File: config.mk
export PLATFORM = sky130hd
export DESIGN_NAME = position_averager
export DESIGN_NICKNAME = d
export VERILOG_FILES = /design/src/rtl/position_averager.sv
export SDC_FILE = /design/constraint.sdc
export NUM_CORES = 2
export LEC_CHECK = 0
export CELL_PAD_IN_SITES_DETAIL_PLACEMENT = 2
export CELL_PAD_IN_SITES_GLOBAL_PLACEMENT = 2
export CORE_ASPECT_RATIO = 1.25
export CORE_UTILIZATION = 30
export CTS_CLUSTER_SIZE = 12
export DETAILED_ROUTE_END_ITERATION = 7
export HOLD_SLACK_MARGIN = 0.1
export PLACE_DENSITY = 0.7
export SYNTH_ARGS = -nofsm -noshare
export SYNTH_HDL_FRONTEND = slang
export SYNTH_SLANG_ARGS = --single-unit
File: constraint.sdc
create_clock -name clk -period 18.9 [get_ports clk]
set_input_delay 4.725 -clock clk [delete_from_list [all_inputs] [get_ports clk]]
set_output_delay 4.725 -clock clk [all_outputs]
set_load 0.01 [all_outputs]
File: src/rtl/position_averager.sv
// Moving-average filter over the last DEPTH solved positions, captured on rising edges of done_in.
// Define OUTLIER_REJECT_EN to discard fixes that deviate more than THRESH from the current average.
module position_averager #(
    parameter  int DEPTH      = 8,
    parameter  int THRESH     = 1000,
    parameter  int MAX_REJECT = 4,
    localparam int LOG2D      = $clog2(DEPTH)
) (
    input  logic               clk,
    input  logic               rst,
    input  logic               en,
    input  logic               done_in,
    input  logic signed [63:0] c1,
    input  logic signed [63:0] c2,
    input  logic signed [63:0] c3,
    output logic signed [63:0] avg_x,
    output logic signed [63:0] avg_y,
    output logic signed [63:0] avg_z,
    output logic               avg_valid,
    output logic               busy,
    output logic               overrun,
    output logic               reject,
    output logic [LOG2D:0]     fill_count
);

    localparam int             SW       = 64 + LOG2D;
    localparam logic [LOG2D:0] FULL     = (LOG2D + 1)'(DEPTH);

    localparam logic [1:0] ST_IDLE   = 2'd0;
    localparam logic [1:0] ST_CHECK  = 2'd1;
    localparam logic [1:0] ST_UPDATE = 2'd2;
    localparam logic [1:0] ST_EMIT   = 2'd3;

    logic [1:0]           r_state;
    logic                 r_done_q;
    logic                 r_accept;
    logic                 r_avg_valid;
    logic                 r_overrun;
    logic [LOG2D-1:0]     r_wr_ptr;
    logic [LOG2D:0]       r_fill;
    logic signed [63:0]   r_s   [3];
    logic signed [63:0]   r_old [3];
    logic signed [63:0]   r_avg [3];
    logic signed [SW-1:0] r_sum [3];
    logic signed [63:0]   r_buf [3][DEPTH];

    logic w_rise;
    logic w_busy;
    logic w_accept;

    assign w_rise = done_in & ~r_done_q;
    assign w_busy = (r_state != ST_IDLE);

    function automatic logic signed [SW-1:0] ext(input logic signed [63:0] v);
        return {{LOG2D{v[63]}}, v};
    endfunction

`ifdef OUTLIER_REJECT_EN
    localparam int RCW = $clog2(MAX_REJECT + 1);

    logic [RCW-1:0] r_rej_cnt;
    logic           r_reject;
    logic           w_outlier;

    // 66-bit difference so that |min - max| cannot wrap before the magnitude compare.
    always_comb begin
        logic signed [65:0] v_d;
        v_d       = '0;
        w_outlier = 1'b0;
        for (int a = 0; a < 3; a++) begin
            v_d = {{2{r_s[a][63]}}, r_s[a]} - {{2{r_avg[a][63]}}, r_avg[a]};
            if (v_d < 0) v_d = -v_d;
            if ($unsigned(v_d) > 66'(THRESH)) w_outlier = 1'b1;
        end
    end

    assign w_accept = (r_fill != FULL) || (r_rej_cnt == RCW'(MAX_REJECT)) || !w_outlier;
    assign reject   = r_reject;
`else
    logic w_unused_cfg;
    assign w_unused_cfg = ^{THRESH, MAX_REJECT};
    assign w_accept     = 1'b1;
    assign reject       = 1'b0;
`endif

    always_ff @(posedge clk) begin
        if (rst) begin
            r_state     <= ST_IDLE;
            r_done_q    <= 1'b0;
            r_accept    <= 1'b0;
            r_avg_valid <= 1'b0;
            r_overrun   <= 1'b0;
            r_wr_ptr    <= '0;
            r_fill      <= '0;
            for (int a = 0; a < 3; a++) begin
                r_sum[a] <= '0;
                r_avg[a] <= '0;
            end
`ifdef OUTLIER_REJECT_EN
            r_rej_cnt   <= '0;
            r_reject    <= 1'b0;
`endif
        end else begin
            r_done_q    <= done_in;
            r_avg_valid <= 1'b0;
            r_overrun   <= w_rise && w_busy;
`ifdef OUTLIER_REJECT_EN
            r_reject    <= 1'b0;
`endif
            case (r_state)
                ST_IDLE: begin
                    if (w_rise && en) begin
                        r_s[0]  <= c1;
                        r_s[1]  <= c2;
                        r_s[2]  <= c3;
                        r_state <= ST_CHECK;
                    end
                end
                ST_CHECK: begin
                    r_accept <= w_accept;
                    for (int a = 0; a < 3; a++) r_old[a] <= r_buf[a][r_wr_ptr];
                    r_state  <= ST_UPDATE;
                end
                ST_UPDATE: begin
                    if (r_accept) begin
                        for (int a = 0; a < 3; a++) begin
                            if (r_fill == FULL) r_sum[a] <= r_sum[a] - ext(r_old[a]) + ext(r_s[a]);
                            else                r_sum[a] <= r_sum[a] + ext(r_s[a]);
                        end
                        r_wr_ptr <= r_wr_ptr + 1'b1;
                        if (r_fill != FULL) r_fill <= r_fill + 1'b1;
`ifdef OUTLIER_REJECT_EN
                        r_rej_cnt <= '0;
                    end else begin
                        r_reject  <= 1'b1;
                        r_rej_cnt <= r_rej_cnt + 1'b1;
`endif
                    end
                    r_state <= ST_EMIT;
                end
                ST_EMIT: begin
                    if (r_accept && r_fill == FULL) begin
                        for (int a = 0; a < 3; a++) r_avg[a] <= 64'(r_sum[a] >>> LOG2D);
                        r_avg_valid <= 1'b1;
                    end
                    r_state <= ST_IDLE;
                end
                default: r_state <= ST_IDLE;
            endcase
        end
    end

    // NOTE: the sample buffer has no reset; fill_count=0 makes stale entries unreachable.
    always_ff @(posedge clk) begin
        if (r_state == ST_UPDATE && r_accept) begin
            for (int a = 0; a < 3; a++) r_buf[a][r_wr_ptr] <= r_s[a];
        end
    end

    assign avg_x      = r_avg[0];
    assign avg_y      = r_avg[1];
    assign avg_z      = r_avg[2];
    assign avg_valid  = r_avg_valid;
    assign busy       = w_busy;
    assign overrun    = r_overrun;
    assign fill_count = r_fill;

endmodule

==> ds_physical_params.txt <==
Characteristics after synthesis and place and route

Parameter                              Value

Status
  Run status    finished, final reports clean

Hold path
  Class of the worst hold path    reg -> reg

Final timing
  Highest attainable clock frequency    127 MHz
  Transition time at the pin with the least slew margin    1190 ps
  Number of pins exceeding their max-slew limit in the final report    0

Global route
  Number of global-route vias before repair    80040
  Met1 usage    24.4%
  Overall routing resource usage    19.1%
  Number of antenna violations at the first check in global routing    29
  Met3 track demand over resource in global routing    2.29%

Run
  Maxcap violations    0

Layout
  ANT cells    5
  Comb area share    30.3%
  Cell kind with the greatest summed area    registers
  Share of cells above drive strength 1    12.7%
  Final design area excluding fillers    133000 µm²
  Final non-filler cell total    13846
  Layout clock buffer count    318
  Comb gates    4570

Die
  Starting density of the core    30.2%
  # IOs    396

Worst setup path
  Crit start category    input pin
  Critical path arrival    8390 ps
  Required time of the critical path    19420 ps
  Type of destination of the critical path    flop

Clocking
  Clock transition at the register clock pins on the worst setup and hold paths after CTS    60 ps
  Clock tree from TritonCTS    built

Synth
  Cell with the most instances after synthesis    sky130_fd_sc_hd__edfxtp_1
  Warnings, synthesis    0
  Primary flip-flop cell chosen by synthesis mapping    sky130_fd_sc_hd__edfxtp_1

Power
  Power share of the combinational group    21.3%
worst register-to-register path, cell delays in order (launching register included):
cell,delay [ps]
sky130_fd_sc_hd__edfxtp_1,720
sky130_fd_sc_hd__inv_1,220
sky130_fd_sc_hd__fa_1,540
sky130_fd_sc_hd__inv_1,60
sky130_fd_sc_hd__fa_1,410
sky130_fd_sc_hd__a21o_1,180
sky130_fd_sc_hd__a21oi_1,260
sky130_fd_sc_hd__o21a_1,230
sky130_fd_sc_hd__o31ai_4,130
sky130_fd_sc_hd__a221o_1,440
sky130_fd_sc_hd__a22oi_1,420
sky130_fd_sc_hd__a21oi_1,230
sky130_fd_sc_hd__o21ai_0,560
sky130_fd_sc_hd__nand2b_1,230
sky130_fd_sc_hd__a41oi_1,430
sky130_fd_sc_hd__xnor2_1,170
sky130_fd_sc_hd__o22ai_1,100
per-layer routing:
layer	wire length [µm]	share of wire (%)
met5	77	0.021
met4	11600	3.1
met3	14800	4.0
met2	188000	50
met1	160000	43
power groups by stage:
stage | Sequential (µW) | Combinational [µW] | Clock, µW
6_report | 6040 | 3050 | 5210
5_1_grt | 6060 | 3330 | 5500
4_1_cts | 6050 | 3070 | 5350
3_5_place_dp | 6150 | 3040 | 0
3_3_place_gp | 6140 | 2950 | 0
2_1_floorplan | 6130 | 2060 | 0
registers in the layout, summed over array words and instances, names as in the netlist:
name        cells
r_wr_ptr        3
r_done_q        1
r_buf        1536
r_sum         201
r_state         2
r_accept        1
overrun         1
r_s           192
r_avg         192
r_old         192
fill_count      4
avg_valid       1
path summary, 6_finish.rpt:
path | from | end | slack [ps] | depth (start not counted)
max | rst | r_sum[1][66] | 11030 | 5
min | r_done_q | overrun | 450 | 1
max reg2reg | r_s[0][1] | r_sum[0][64] | 13270 | 16
min reg2reg | r_done_q | overrun | 450 | 1
==> images/route_heat.png <==
Bar = 200 µm. The die is cut into 28 by 35 equal tiles; dark purple is low, yellow is high, scaled to the fullest tile. Values are wire area over tile area, all layers added.
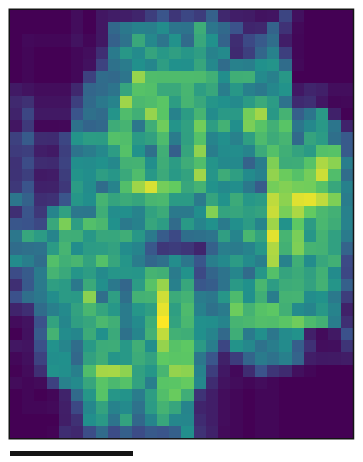
nearly empty tiles: 14%
mean over tiles: 0.15
emptiest ninth of the die: top left

==> images/placed.png <==
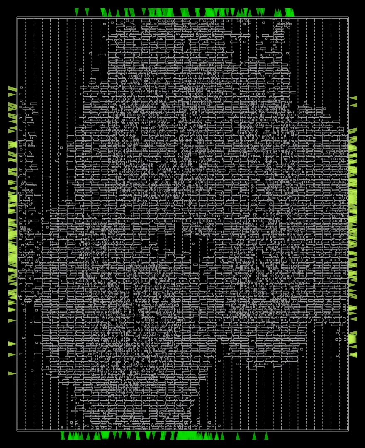
flip-flop and latch count: 2326
layout filler cell count: 38831
sequential cell area share: 52.4%
Final Util: 35.0%
placeable core region: 380000 µm²

==> images/ff_map.png <==
Other sequential cells in the stronger gray, the rest of the logic in the fainter gray.
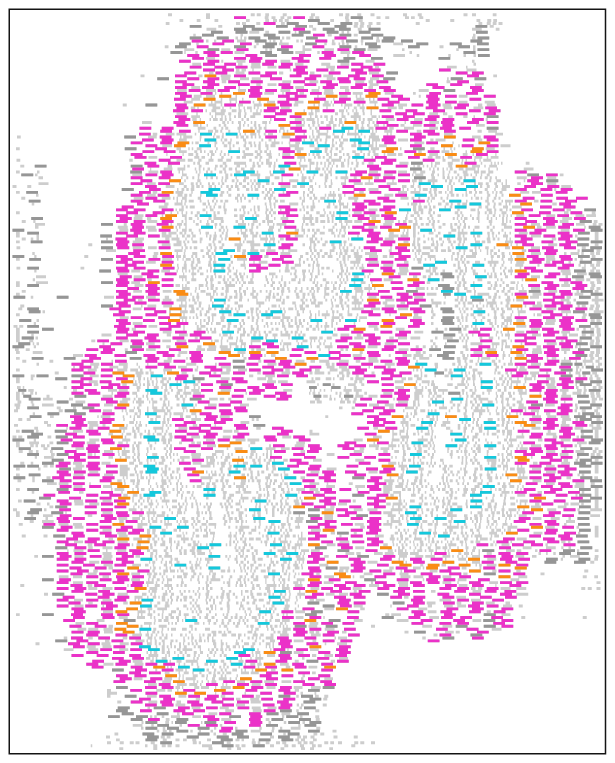
legend:
  r_sum:
    color: cyan
    sequential_cells: 201
  r_buf:
    color: magenta
    sequential_cells: 1536
    where: spread over the die
  r_old:
    color: orange
    sequential_cells: 192
    where: spread over the die

==> images/m4.png <==
Bar = 200 µm. Supply wires on this layer in gray.
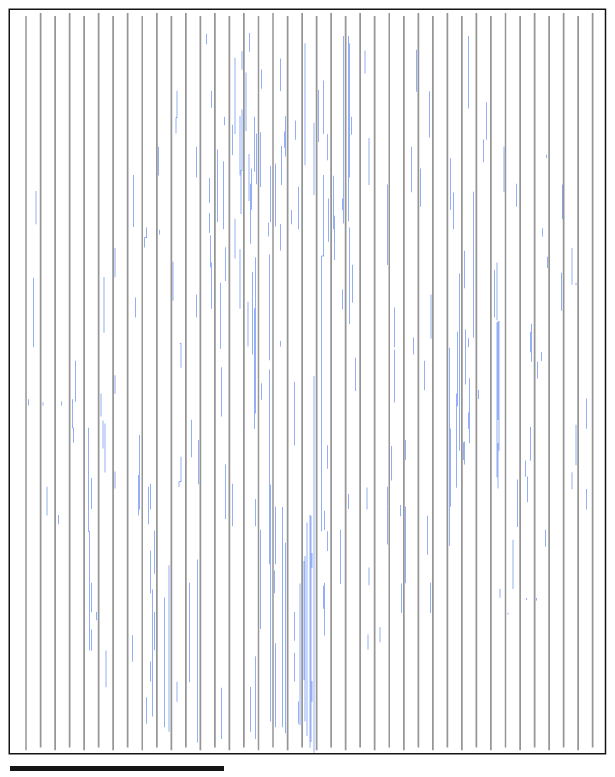
wire length on this layer: 11600 µm
longest straight run: 352 µm
share of all routed wire: 3.1%
main direction: vertical

Power is estimated from default activity; no workload was simulated.
